Fig. 1: layout detail
Window x 20 to 45, y 30 to 55 microns. Cells in grey, sequential cells in the stronger grey; small squares are vias.
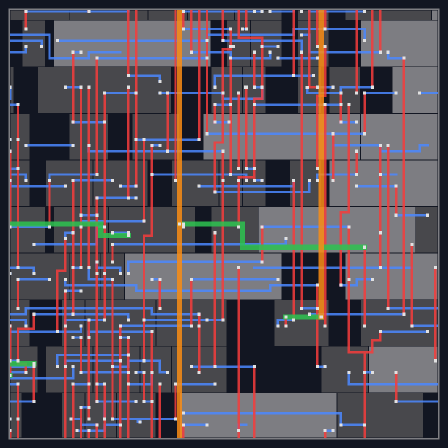
Fig. 2: drive-strength map
(6 px per micron)
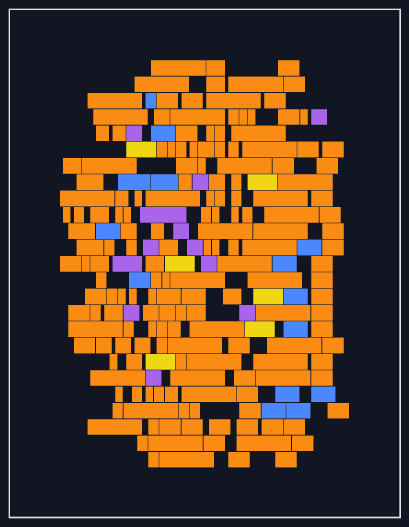
Fig. 3: track usage over the die
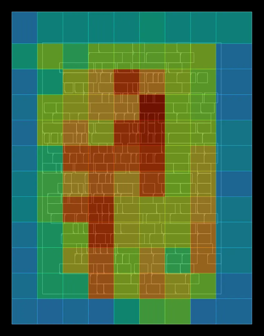
Fig. 4: sequential cells coloured by netlist name
(4 px per micron) Other sequential cells in the stronger grey, the rest of the logic in the fainter grey.
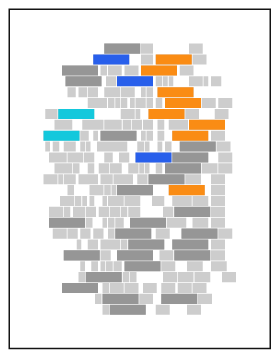
Fig. 5: signal wires on met2
(4 px per micron)
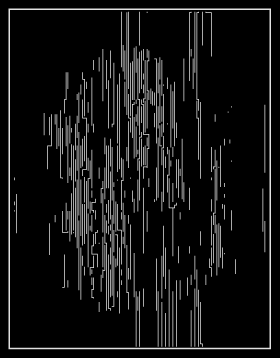
File: config.mk
export PLATFORM = sky130hd
export DESIGN_NAME = reg_transfer_seq
export DESIGN_NICKNAME = d
export VERILOG_FILES = /design/src/rtl/reg_transfer_seq.sv
export SDC_FILE = /design/constraint.sdc
export NUM_CORES = 1
export LEC_CHECK = 0
export CORE_ASPECT_RATIO = 1.4
export CORE_MARGIN = 8
export CORE_UTILIZATION = 50
export CTS_BUF_LIST = sky130_fd_sc_hd__clkbuf_4 sky130_fd_sc_hd__clkbuf_8
export DETAILED_ROUTE_END_ITERATION = 16
export GPL_ROUTABILITY_DRIVEN = 0
export HOLD_SLACK_MARGIN = 0.03
export PLACE_DENSITY = 0.88
export SLEW_MARGIN = 20
export SYNTH_ARGS = -nofsm -noshare
export SYNTH_HDL_FRONTEND = slang
export SYNTH_SLANG_ARGS = --single-unit
File: constraint.sdc
create_clock -name clock -period 2.1 [get_ports clock]
set_input_delay 0.21 -clock clock [delete_from_list [all_inputs] [get_ports clock]]
set_output_delay 0.21 -clock clock [all_outputs]
set_load 0.02 [all_outputs]
File: src/rtl/reg_transfer_seq.sv
// rtl/reg_transfer_seq.sv - register-to-register transfer sequencer (optional SEQ_LED_EN status outputs)
module reg_transfer_seq #(
    parameter int NREG     = 8,
    parameter int N        = 8,
    parameter int SEL_CYC  = 2,
    parameter int LD_CYC   = 1,
    parameter int HOLD_CYC = 1
) (
    input  logic                    clock,
    input  logic                    reset,
    input  logic                    start,
    input  logic [$clog2(NREG)-1:0] src,
    input  logic [$clog2(NREG)-1:0] dst,
    input  logic [N-1:0]            data_bus_in,
    output logic [NREG-1:0]         sel,
    output logic [NREG-1:0]         ld,
    output logic                    busy,
    output logic                    done,
    output logic                    err,
    output logic [N-1:0]            captured
`ifdef SEQ_LED_EN
    ,
    output logic [2*$clog2(NREG)-1:0] led_last,
    output logic                      led_busy
`endif
);

    localparam int IW   = $clog2(NREG);
    localparam int MAXC = (SEL_CYC > LD_CYC) ? ((SEL_CYC > HOLD_CYC) ? SEL_CYC : HOLD_CYC)
                                             : ((LD_CYC > HOLD_CYC) ? LD_CYC : HOLD_CYC);
    localparam int CW   = $clog2(MAXC + 1);

    // Last count value of each timed phase; the counter restarts at 0 on every state entry.
    localparam logic [CW-1:0] SEL_LAST  = CW'(SEL_CYC - 1);
    localparam logic [CW-1:0] LD_LAST   = CW'(LD_CYC - 1);
    localparam logic [CW-1:0] HOLD_LAST = CW'((HOLD_CYC > 0) ? HOLD_CYC - 1 : 0);

    typedef enum logic [2:0] {
        S_IDLE,
        S_SELECT,
        S_LOAD,
        S_HOLD,
        S_DONE
    } state_t;

    state_t          state_q, state_d;
    logic [CW-1:0]   cnt_q, cnt_d;
    logic [IW-1:0]   src_q, src_d;
    logic [IW-1:0]   dst_q, dst_d;
    logic [NREG-1:0] sel_q, sel_d;
    logic [NREG-1:0] ld_q, ld_d;
    logic            busy_q, busy_d;
    logic            done_q, done_d;
    logic            err_q, err_d;
    logic [N-1:0]    cap_q, cap_d;
    logic [2*IW-1:0] led_q, led_d;
    logic            req_ok;

    function automatic logic [NREG-1:0] onehot(input logic [IW-1:0] idx);
        logic [NREG-1:0] v;
        v      = '0;
        v[idx] = 1'b1;
        return v;
    endfunction

    assign req_ok = (src != dst) && (int'(src) < NREG) && (int'(dst) < NREG);

    // Phase sequencing; strobes are decoded from the next state so every output is a flop.
    always_comb begin
        state_d = state_q;
        cnt_d   = cnt_q;
        src_d   = src_q;
        dst_d   = dst_q;
        err_d   = 1'b0;
        cap_d   = cap_q;
        case (state_q)
            S_IDLE: begin
                if (start) begin
                    if (req_ok) begin
                        src_d   = src;
                        dst_d   = dst;
                        state_d = S_SELECT;
                        cnt_d   = '0;
                    end else begin
                        err_d = 1'b1;
                    end
                end
            end
            S_SELECT: begin
                if (cnt_q == SEL_LAST) begin
                    state_d = S_LOAD;
                    cnt_d   = '0;
                end else begin
                    cnt_d = cnt_q + 1'b1;
                end
            end
            S_LOAD: begin
                if (cnt_q == LD_LAST) begin
                    cap_d   = data_bus_in;
                    state_d = (HOLD_CYC == 0) ? S_DONE : S_HOLD;
                    cnt_d   = '0;
                end else begin
                    cnt_d = cnt_q + 1'b1;
                end
            end
            S_HOLD: begin
                if (cnt_q == HOLD_LAST) begin
                    state_d = S_DONE;
                    cnt_d   = '0;
                end else begin
                    cnt_d = cnt_q + 1'b1;
                end
            end
            S_DONE: begin
                state_d = S_IDLE;
                cnt_d   = '0;
            end
            default: begin
                state_d = S_IDLE;
                cnt_d   = '0;
            end
        endcase

        sel_d  = (state_d == S_SELECT || state_d == S_LOAD || state_d == S_HOLD) ? onehot(src_d) : '0;
        ld_d   = (state_d == S_LOAD) ? onehot(dst_d) : '0;
        busy_d = (state_d != S_IDLE);
        done_d = (state_d == S_DONE);
        led_d  = (state_d == S_DONE) ? {dst_d, src_d} : led_q;
    end

    // State, counter, latched request and registered outputs.
    always_ff @(posedge clock or posedge reset) begin
        if (reset) begin
            state_q <= S_IDLE;
            cnt_q   <= '0;
            src_q   <= '0;
            dst_q   <= '0;
            sel_q   <= '0;
            ld_q    <= '0;
            busy_q  <= 1'b0;
            done_q  <= 1'b0;
            err_q   <= 1'b0;
            cap_q   <= '0;
            led_q   <= '0;
        end else begin
            state_q <= state_d;
            cnt_q   <= cnt_d;
            src_q   <= src_d;
            dst_q   <= dst_d;
            sel_q   <= sel_d;
            ld_q    <= ld_d;
            busy_q  <= busy_d;
            done_q  <= done_d;
            err_q   <= err_d;
            cap_q   <= cap_d;
            led_q   <= led_d;
        end
    end

    assign sel      = sel_q;
    assign ld       = ld_q;
    assign busy     = busy_q;
    assign done     = done_q;
    assign err      = err_q;
    assign captured = cap_q;

`ifdef SEQ_LED_EN
    assign led_last = led_q;
    assign led_busy = busy_q;
`else
    logic unused_led;
    assign unused_led = ^led_q;
`endif

endmodule

==> flow_results.xml <==
<?xml version="1.0" encoding="UTF-8"?>
<metrics>
  <group name="cells_and_area">
    <metric name="comb-cell-share" unit="%">29.7</metric>
    <metric name="nClkBuffers" unit="">7</metric>
    <metric name="final-instance-count-excl-fill" unit="">242</metric>
    <metric name="layout.comb_gates.multi_input" unit="">98</metric>
    <metric name="numSequentialCells" unit="">38</metric>
    <metric name="n_all_inverters" unit="">6</metric>
    <metric name="nonClkBufAreaFrac" unit="%">21.7</metric>
    <metric name="biggestCellCategory" unit="">flip-flops and latches</metric>
    <metric name="insertedDiodeCount" unit="">0</metric>
    <metric name="filler_cell_count" unit="">239</metric>
    <metric name="design.final.nets" unit="">221</metric>
    <metric name="mi_logic_area" unit="sq um">683</metric>
    <metric name="clock_area_share" unit="%">4.13</metric>
    <metric name="drive_above_1_share" unit="%">15.8</metric>
    <metric name="num-nonclk-buffers" unit="">52</metric>
  </group>
  <group name="place">
    <metric name="io_buffers" unit="">43</metric>
    <metric name="placement.setup.worst_slack" unit="ns">-0.00659</metric>
    <metric name="dp.cells" unit="">234</metric>
    <metric name="post-dp-hpwl" unit="microns">3020</metric>
  </group>
  <group name="synth">
    <metric name="yosys-stat-cells" unit="">147</metric>
    <metric name="dominantRegCellSynth" unit="">dfrtp_1</metric>
    <metric name="largest_area_cell" unit="">dfrtp_1</metric>
    <metric name="netlist-cell-type-count" unit="">34</metric>
    <metric name="async_flop_share" unit="%">100</metric>
    <metric name="postSynthSeqShare" unit="%">56.8</metric>
    <metric name="syn_nets" unit="">167</metric>
    <metric name="synth_xor_xnor_area_share" unit="%">1.57</metric>
    <metric name="total_of_flip_flops_plus_latches_after_synthesis" unit="">38</metric>
    <metric name="yosys.area_share.simple" unit="%">15.8</metric>
    <metric name="synth.cell_area" unit="sq mm">0.00167</metric>
    <metric name="ys_top_cells_by_area" unit="">dfrtp_1, mux2_2, a21oi_1</metric>
    <metric name="yosys_warnings" unit="">0</metric>
    <metric name="post_synth_edffs" unit="">0</metric>
    <metric name="syn-instance-count" unit="">147</metric>
    <metric name="netlist.area_leader.share" unit="%">56.8</metric>
    <metric name="postSynthAreaPerCell" unit="sq um">11.4</metric>
    <metric name="netlist_logic_family_top" unit="">simple AND/OR/NAND/NOR gates</metric>
    <metric name="yosysChipArea" unit="sq mm">0.00167</metric>
    <metric name="yosys.area_share.adder" unit="%">2.24</metric>
    <metric name="synthesized_area_fraction_occupied_by_ao_oa_aoi_and_oai_cells" unit="%">12.4</metric>
    <metric name="mux_area_share" unit="%">8.07</metric>
  </group>
  <group name="clocking">
    <metric name="clk_pin_slew_worst_paths" unit="ns">0.07</metric>
    <metric name="cts_tree" unit="">done</metric>
    <metric name="clockRootBuffer" unit="">clkbuf_8</metric>
    <metric name="worst_skew_pair.late_latency" unit="ns">0.29</metric>
    <metric name="cts.path.max_buffers" unit="">2</metric>
    <metric name="post_cts.resized_instances" unit="">0</metric>
    <metric name="clkSinkCount" unit="">38</metric>
    <metric name="postCtsHoldBufs" unit="">0</metric>
    <metric name="cts_made_buffers" unit="">5</metric>
    <metric name="post_cts_buffers" unit="">0</metric>
    <metric name="cts.htree.levels" unit="">2</metric>
  </group>
  <group name="power">
    <metric name="switching_share" unit="%">37.5</metric>
    <metric name="power.switching" unit="mW">1.19</metric>
    <metric name="leakage" unit="nW">0.984</metric>
    <metric name="power.internal" unit="mW">1.98</metric>
    <metric name="clkPwrFrac" unit="%">16.2</metric>
    <metric name="combinational_power" unit="mW">1.51</metric>
    <metric name="power.ir.vdd_worst" unit="mV">0.897</metric>
    <metric name="power.share.sequential" unit="%">36.3</metric>
    <metric name="combinationalPowerShare" unit="%">47.5</metric>
    <metric name="powerDensity" unit="mW/mm^2">1380</metric>
    <metric name="clock_power" unit="mW">0.512</metric>
    <metric name="top_power_group" unit="">combinational logic</metric>
  </group>
  <group name="die">
    <metric name="core" unit="sq mm">0.00328</metric>
    <metric name="fp_util" unit="%">51.0</metric>
    <metric name="die_x" unit="microns">64.9</metric>
    <metric name="chip_area" unit="sq mm">0.00548</metric>
    <metric name="floorplan.die.height" unit="microns">84.5</metric>
    <metric name="core.rowCount" unit="">25</metric>
    <metric name="tapCellCount" unit="">40</metric>
    <metric name="ioPinCount" unit="">44</metric>
  </group>
  <group name="routing">
    <metric name="drc_errors" unit="">0</metric>
    <metric name="met3RoutedLength" unit="microns">261</metric>
    <metric name="topRoutingLayerUsed" unit="">met4</metric>
    <metric name="detail_route.wl_per_cell" unit="microns">16.4</metric>
    <metric name="iter_0_drt_violations" unit="">34</metric>
    <metric name="post_drt_via_cell_ratio" unit="">5.52</metric>
    <metric name="ant_nets" unit="">0</metric>
    <metric name="detailroute.wirelength.met2" unit="microns">2210</metric>
    <metric name="m1WireLength" unit="microns">1420</metric>
    <metric name="detailedRoute.firstPassIterationCount" unit="">4</metric>
  </group>
  <group name="critical_path">
    <metric name="critical_path.reg2reg.endpoint" unit="">sel[6]$_DFF_PP0_</metric>
    <metric name="r2r_setup_slack" unit="ns">0.21</metric>
    <metric name="crit_start" unit="">cnt_q[0]$_DFFE_PP0P_</metric>
    <metric name="crit_path_end" unit="">sel[6]$_DFF_PP0_</metric>
    <metric name="critPathMaxFanout" unit="">6</metric>
    <metric name="critical_path.reg2reg.startpoint" unit="">cnt_q[0]$_DFFE_PP0P_</metric>
    <metric name="cp.required" unit="ns">2.28</metric>
    <metric name="worst_r2r_path_depth" unit="">6</metric>
    <metric name="startpoint_class_of_the_critical_path" unit="">flop</metric>
    <metric name="timing.critical_path.arrival" unit="ns">2.07</metric>
    <metric name="timing.critical_path.to_type" unit="">flop</metric>
    <metric name="crit_type" unit="">reg -&gt; reg</metric>
  </group>
  <group name="global_routing">
    <metric name="globalRouteMet1Util" unit="%">13.6</metric>
    <metric name="groute.usage.overall" unit="%">14.5</metric>
    <metric name="antenna_found_initial" unit="">0</metric>
    <metric name="grt_start_max_net_pins" unit="">39</metric>
    <metric name="first_global_vias" unit="">1373</metric>
    <metric name="global_route.overflow_total" unit="">0</metric>
    <metric name="grt_pass1_wl" unit="microns">6270</metric>
    <metric name="busiest_layer" unit="">met2</metric>
  </group>
  <group name="timing">
    <metric name="final_max_slew_viol_count" unit="">0</metric>
    <metric name="worst_slew_margin" unit="%">68.0</metric>
    <metric name="fmax" unit="MHz">528</metric>
    <metric name="worst-slew-pin-transition" unit="ns">0.475</metric>
    <metric name="timing_hold_violations_final" unit="">0</metric>
    <metric name="final_period_minus_worst_setup_slack" unit="ns">1.89</metric>
    <metric name="grt_setup_unrepaired" unit="">false</metric>
    <metric name="setup_viol" unit="">0</metric>
    <metric name="final_min_period_over_clock_period" unit="%">90.2</metric>
    <metric name="maximum_clock_skew_at_final_layout" unit="ns">0.00653</metric>
  </group>
  <group name="flow_run">
    <metric name="max-cap-violations" unit="">0</metric>
    <metric name="log.warning_count" unit="">28</metric>
  </group>
  <group name="run_status">
    <metric name="run_status" unit="">complete, no violations</metric>
  </group>
  <group name="hold_path">
    <metric name="hold_path.class" unit="">in -&gt; async</metric>
  </group>
</metrics>
Notes on Fig. 1 above:
| layer | colour |
|---|---|
| met1 | blue |
| met2 | red |
| met4 | orange |
| met3 | green |
most frequent: dfrtp_1 (7), buf_4 (6), nor2_1 (4)
sequential cells in the window: 7
cells with their middle in the window: 47

Notes on Fig. 2 above:
| size | colour | cells | share |
|---|---|---|---|
| drive 1 or less | orange | 170 | 84% |
| drive 6 and up | yellow | 6 | 3.0% |
| drive 2 | blue | 14 | 6.9% |
| drive 3 to 4 | purple | 12 | 5.9% |
post-layout worst setup margin: 0.206 ns
area of all placed cells without fillers: 0.00230 sq mm
area overhead of the layout relative to synthesis: 37.4%

Notes on Fig. 3 above:
met3 usage in global routing: 4.66%
share of the core filled with cells in the final layout: 70.0%

Notes on Fig. 4 above:
| signal | colour | sequential cells |
|---|---|---|
| sel | orange | 8 |
| src_q | blue | 3 |
| cnt_q | cyan | 2 |
power in sequential cells: 1.15 mW
Storage cell area: 951 sq um
fraction of area in registers: 41.3%

Notes on Fig. 5 above:
nets with wire on the layer: 198
wire length on this layer: 2210 microns
share of all routed wire: 56%
count of vias placed by the detailed router: 1336
met2 layer usage reported by global route: 27.1%
routed wire length: 3980 microns

[worst max-delay path, cell delays in order (launching register included)]
cell and delay (ns):
dfrtp_1 0.40, inv_1 0.09, ha_1 0.27, and3_1 0.25
nor4b_2 0.36, nor2_1 0.16, o32ai_1 0.26
[synthesized netlist by cell type, types with 2 or more instances]
master / number
nor2_1: 8
o21ai_0: 4
dfrtp_1: 38
a21oi_1: 12
inv_1: 6
o2bb2ai_1: 3
ha_1: 3
nand2_1: 11
mux2_1: 2
nand3_1: 8
xnor2_1: 3
a211oi_1: 2
nor3_1: 6
o21a_1: 2
mux2_2: 10
o21ai_1: 2
nor2b_1: 3
nand3b_1: 3
o32ai_1: 2
nor4b_1: 2
buf_2: 3
and3_1: 2
[flip-flops by register name (all words and copies together), names as in the netlist]
name	count
sel	8
cnt_q	2
src_q	3
done	1
dst_q	3
err	1
captured	8
state_q	3
busy	1
ld	8
[cell usage in the layout (no fill, tap or decap), types with 2 or more instances in the layout]
cell type	n
clkdlybuf4s50_1	43
dfrtp_1	38
a21oi_1	12
nand2_1	11
mux2_2	10
buf_4	9
nor2_1	8
nand3_1	8
inv_1	6
nor3_1	6
clkbuf_8	6
o21ai_0	4
xnor2_1	3
nand3b_1	3
nor2b_1	3
o2bb2ai_1	3
ha_1	3
a211oi_1	2
and3_1	2
mux2_1	2
o21a_1	2
o32ai_1	2
o21ai_1	2
[through the flow]
stage	total power [mW]	hold WS (ns)	cell area [sq um]	setup TNS [ns]	util, %
after floorplan	2.02	0.345	1670	0	-
after global placement	2.55	0.488	2190	0	66.7
after detailed placement	2.64	0.494	2190	-0.00659	66.7
after CTS	3.17	0.340	2290	0	69.6
after global routing	3.34	0.397	2300	0	70.0
final	3.17	0.324	2300	0	70.0
Power and IR drop assume default switching activity.
